--- config.mk ---
export PLATFORM = sky130hd
export DESIGN_NAME = fifo_ctrl
export DESIGN_NICKNAME = d
export VERILOG_FILES = /design/src/rtl/fifo_ctrl.sv
export SDC_FILE = /design/constraint.sdc
export NUM_CORES = 1
export LEC_CHECK = 0
export CORE_ASPECT_RATIO = 0.6
export CORE_MARGIN = 1.5
export CORE_UTILIZATION = 28
export CTS_CLUSTER_DIAMETER = 50
export DETAILED_ROUTE_END_ITERATION = 10
export SLEW_MARGIN = 20
export SYNTH_ARGS = -nofsm -noshare
export SYNTH_HDL_FRONTEND = slang
export SYNTH_SLANG_ARGS = --single-unit
--- constraint.sdc ---
create_clock -name clk -period 3.96 [get_ports clk]
set_input_delay 0.792 -clock clk [delete_from_list [all_inputs] [get_ports clk]]
set_output_delay 0.792 -clock clk [all_outputs]
set_load 0.03 [all_outputs]
--- src/rtl/fifo_ctrl.sv ---
// fifo_ctrl: circular FIFO pointer and status controller driving a register file
module fifo_ctrl #(
  parameter int ADDR_WIDTH = 3
) (
  input  logic                  clk,
  input  logic                  reset,
  input  logic                  wr,
  input  logic                  rd,
  output logic                  we,
  output logic [ADDR_WIDTH-1:0] w_addr,
  output logic [ADDR_WIDTH-1:0] r_addr,
  output logic                  full,
  output logic                  empty,
  output logic [ADDR_WIDTH:0]   count
);
  localparam int DEPTH = 2 ** ADDR_WIDTH;
  localparam logic [ADDR_WIDTH:0] ONE = (ADDR_WIDTH + 1)'(1);
  localparam logic [ADDR_WIDTH:0] LAST = (ADDR_WIDTH + 1)'(DEPTH - 1);
  localparam logic [ADDR_WIDTH-1:0] STEP = ADDR_WIDTH'(1);
  logic rd_ok, wr_ok, push_only, pop_only;
  logic [ADDR_WIDTH-1:0] w_ptr_q, w_ptr_d, r_ptr_q, r_ptr_d;
  logic [ADDR_WIDTH:0] count_q, count_d;
  logic full_q, full_d, empty_q, empty_d;
  always_comb begin
    rd_ok = rd & ~empty_q;
    wr_ok = wr & (~full_q | rd_ok);
    push_only = wr_ok & ~rd_ok;
    pop_only = rd_ok & ~wr_ok;
    w_ptr_d = wr_ok ? w_ptr_q + STEP : w_ptr_q;
    r_ptr_d = rd_ok ? r_ptr_q + STEP : r_ptr_q;
    count_d = push_only ? count_q + ONE : pop_only ? count_q - ONE : count_q;
    full_d = push_only ? (count_q == LAST) : pop_only ? 1'b0 : full_q;
    empty_d = pop_only ? (count_q == ONE) : push_only ? 1'b0 : empty_q;
  end
  always_ff @(posedge clk or posedge reset) begin
    if (reset) begin
      w_ptr_q <= '0;
      r_ptr_q <= '0;
      count_q <= '0;
      full_q <= 1'b0;
      empty_q <= 1'b1;
    end else begin
      w_ptr_q <= w_ptr_d;
      r_ptr_q <= r_ptr_d;
      count_q <= count_d;
      full_q <= full_d;
      empty_q <= empty_d;
    end
  end
  assign we = wr_ok;
  assign w_addr = w_ptr_q;
  assign r_addr = r_ptr_q;
  assign full = full_q;
  assign empty = empty_q;
  assign count = count_q;
endmodule

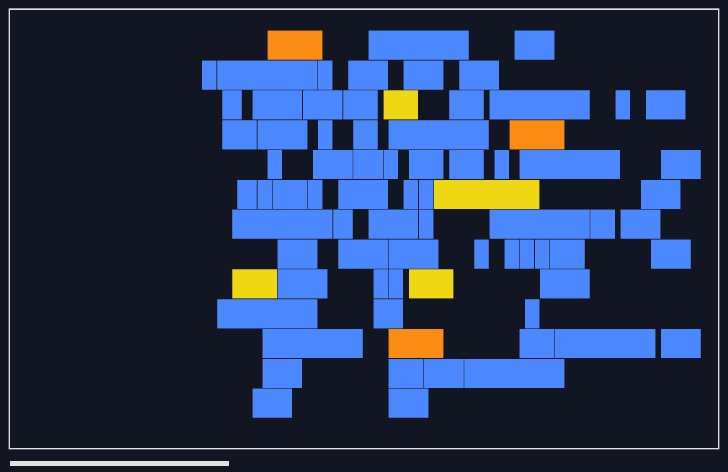
Fig. 1. Cells by drive strength.
Scale bar: 20 µm.
drive 6 and up -> orange  # cells 3, share 3.8%
drive 2 -> yellow  # cells 4, share 5.1%
drive 1 or less -> blue  # cells 71, share 91%

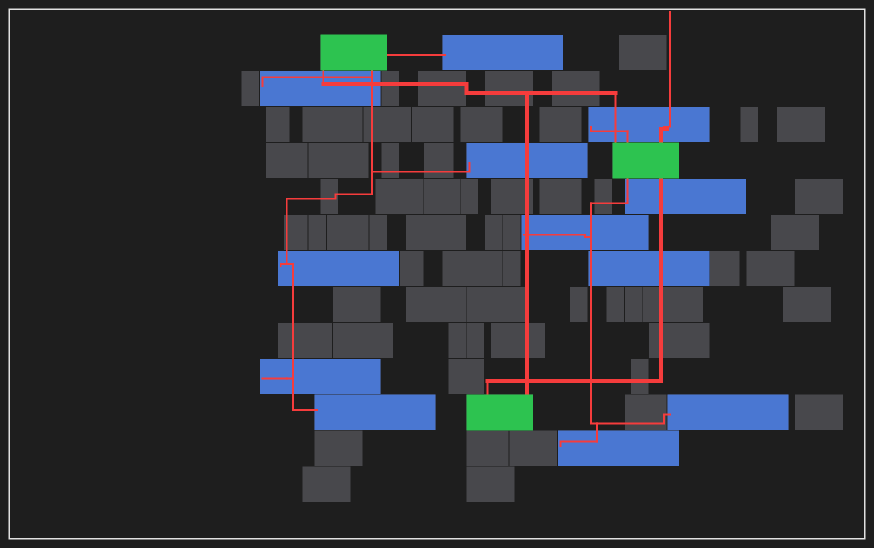
Fig. 2. Clock distribution.
cells driving clock nets -> green  # count 3
clock wires -> red  # length 208 µm
flip-flops -> blue  # count 12
routed clock nets = 4
Latency at later pin: 0.25 ns
P_clk: 116 µW
Max Clock Skew: 0.00733 ns
clock share of power: 16.7%

==> flow_summary.toml <==
# synthesis and place-and-route metrics
[pwr]
power_uw = 696
power.group.top = "combinational logic"
power.density_nw_per_um2 = 796
pwr-share-comb_pct = 49.4
power.combinational.total_uw = 344
p_sw_uw = 292
seq_cell_power_uw = 236
seqPwrFrac_pct = 33.9
netSwitchingFraction_pct = 42.0
p_int_uw = 403
ir_drop_mv = 0.146
p_leak_nw = 0.389

[worst_setup_path]
slowest_delay_ns = 0.74
slowest_stage = "clkdlybuf4s50_1"
path_common_cell = "clkdlybuf4s50_1"
crit_chain = "clkdlybuf4s50_1 > nand2b_1 > a21boi_2 > clkdlybuf4s50_1"
cp_num_buf_inv = 2
r2r_cells = 6
crit_path_end = "we"
cp_top_family = "buffers and inverters"
crit_type = "input port to output port"
cp.required_ns = 3.17
endpoint_kind = "output port"
reg2reg_from = "empty$_DFFE_PP1P_"
cp-start-kind = "input port"
critPathLaunch = "rd"
worst_ep_arrival_time_ns = 2.48
worst-path-stages = 4
crit_fanout = 6
rr_endpoint = "count[3]$_DFFE_PP0P_"
reg2reg_slack_ns = 1.91

[layout]
lay_top_cells = "16 x clkdlybuf4s50_1, 11 x dfrtp_1, 10 x nand2_1"
clk_share_pct = 5.15
antennaDiodeCount = 0
final_area_um2 = 875
comb.multi_input.count = 39
comb_area_share_pct = 34.8
fin_cells = 108
drive_gt1_share_pct = 8.97
buf_share_pct = 18.3
clock_buffers = 4
lay_top_count = "clkdlybuf4s50_1"
signal_buffers = 16
largest_reg_flops = 4
flop_area_um2 = 302
multiInputGateArea_um2 = 304
inv_count = 7
largestClassByArea = "combinational gates"
nNetsFinal = 91
ff_count = 12
area_delta_synth_final_pct = 37.3
nFillCells = 218

[clock_network]
htreeDepth = 1
cts_tree = "yes"
clock_path_buffers = 2
cts-root-buf = "clkbuf_8"
clkSinkCount = 12
cts_buffers = 3
cts.reportedPaths.clkPinSlew_ns = 0.05
cts-hold-fix-buffers = 0
cts_resized = 0
postCtsSetupBuffers = 0

[logic_synthesis]
ys_sh_mux_pct = 3.34
syn_area_per_cell_um2 = 10.8
ys_warn_count = 0
netlist_area_um2 = 637
yosys_area_um2 = 637
top_cells_by_count = "11 x dfrtp_1, 10 x nand2_1, 8 x ha_1"
compound_area_share_pct = 9.43
yosys.area_share.adder_pct = 15.7
synthTopCellsByArea = "dfrtp_1 43%, ha_1 16%, nand2_1 5.9%"
yosysSeqAreaShare_pct = 47.3
synth-edff-count = 0
synthXorXnorAreaFrac_pct = 9.63
syn-instance-count = 59
ys_types = 19
logic_family = "adder cells"
synth_nets = 71
top_area_share_pct = 43.2
synth-main-ff-cell = "dfrtp_1"
ys_sh_simple_pct = 9.63
ys_cells = 59
ys_ff = 12
largest_area_cell = "dfrtp_1"
async_flop_share_pct = 100
post-synth-top-count-cell = "dfrtp_1"

[routing]
dr_wl_met2_um = 490
drcViolationCount = 0
ant_nets = 0
vias = 459
wl_per_cell_um = 10.7
drt_iter0_markers = 29
routed_via_density = 4.25
wl_met1_um = 565
top_layer_used = "met4"
first_pass_iters = 2
routed-wl-met3_um = 57
wirelength_um = 1160

[placed_design]
portBuffers = 16
gp_congestion = 0.761
placed_area_um2 = 830
dp_slack_ns = 0.669
dp.cells = 104
dp_hpwl_um = 847

[timing]
setup_viol = 0
setup_tns_ns = 0
slew_viol_final = 0
slew_headroom_pct = 69.4
whs_ns = 0.471
worstMarginPinSlew_ns = 0.459
final.setup.worst_slack_ns = 0.687
rsz0062_at_grt = "false"
fin_crit_sh_pct = 82.7
hold_viol_final = 0
min_period_ns = 3.27

[global_route]
grt_busiest_layer = "met2"
grt-ovfl-total = 0
grt_pass1_wl_um = 1950
met2_usage_pct = 15.9
grt_max_degree = 13
grtUsageMet1_pct = 12.9
antenna_found_initial = 0
grt_pass1_vias = 424
grt.met3_usage_pct = 4.21
grt_usage_pct = 10.9

[floorplan]
initCoreUtil_pct = 29.4
dieArea_um2 = 2580
ios = 17
fp.coreArea_um2 = 2160
num_tap_cells = 30

[worst_hold_path]
hp-start = "r_addr[2]$_DFFE_PP0P_"
hold_depth = 1
hold_class = "register to register"
min_delay_worst_endpoint = "r_addr[2]$_DFFE_PP0P_"

[flow_run]
drv_cap = 0
warning_count = 30

[status]
status = "completed"
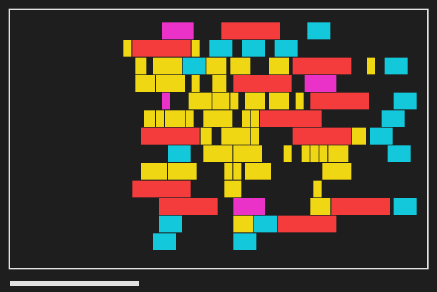
Fig. 3. Placement by cell class.
Scale bar: 20 µm.
flops -> red  # cells 12, share of their area 36%
other buffers and delay cells -> cyan  # cells 16, share of their area 19%
clock drivers and dummy loads -> magenta  # cells 4, share of their area 5.4%
all other logic -> yellow  # cells 46, share of their area 39%
number of placement rows: 13
sequential share of cell area: 34.5%
post-layout util: 40.4%

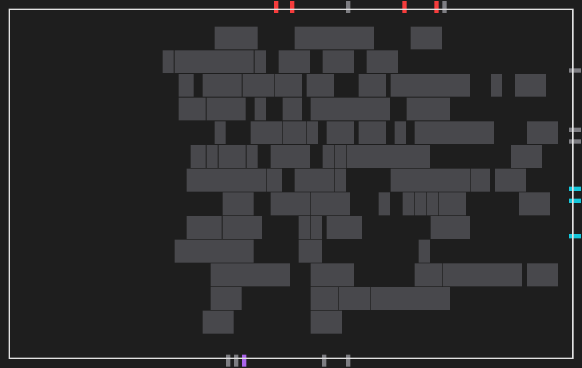
Fig. 4. Ports around the boundary.
Pins as bars across the die edge, other pins in grey.
`r_addr` -> cyan  # pins 3, direction output, edge right
`count` -> red  # pins 4, direction output, edge top
`we` -> purple  # pins 1, direction output, edge bottom
all pins by edge = 6 top, 6 right, 5 bottom
die width: 64.6 µm
Die Ht: 39.9 µm

Power figures rest on the tool's default switching activity, not on a simulated workload.
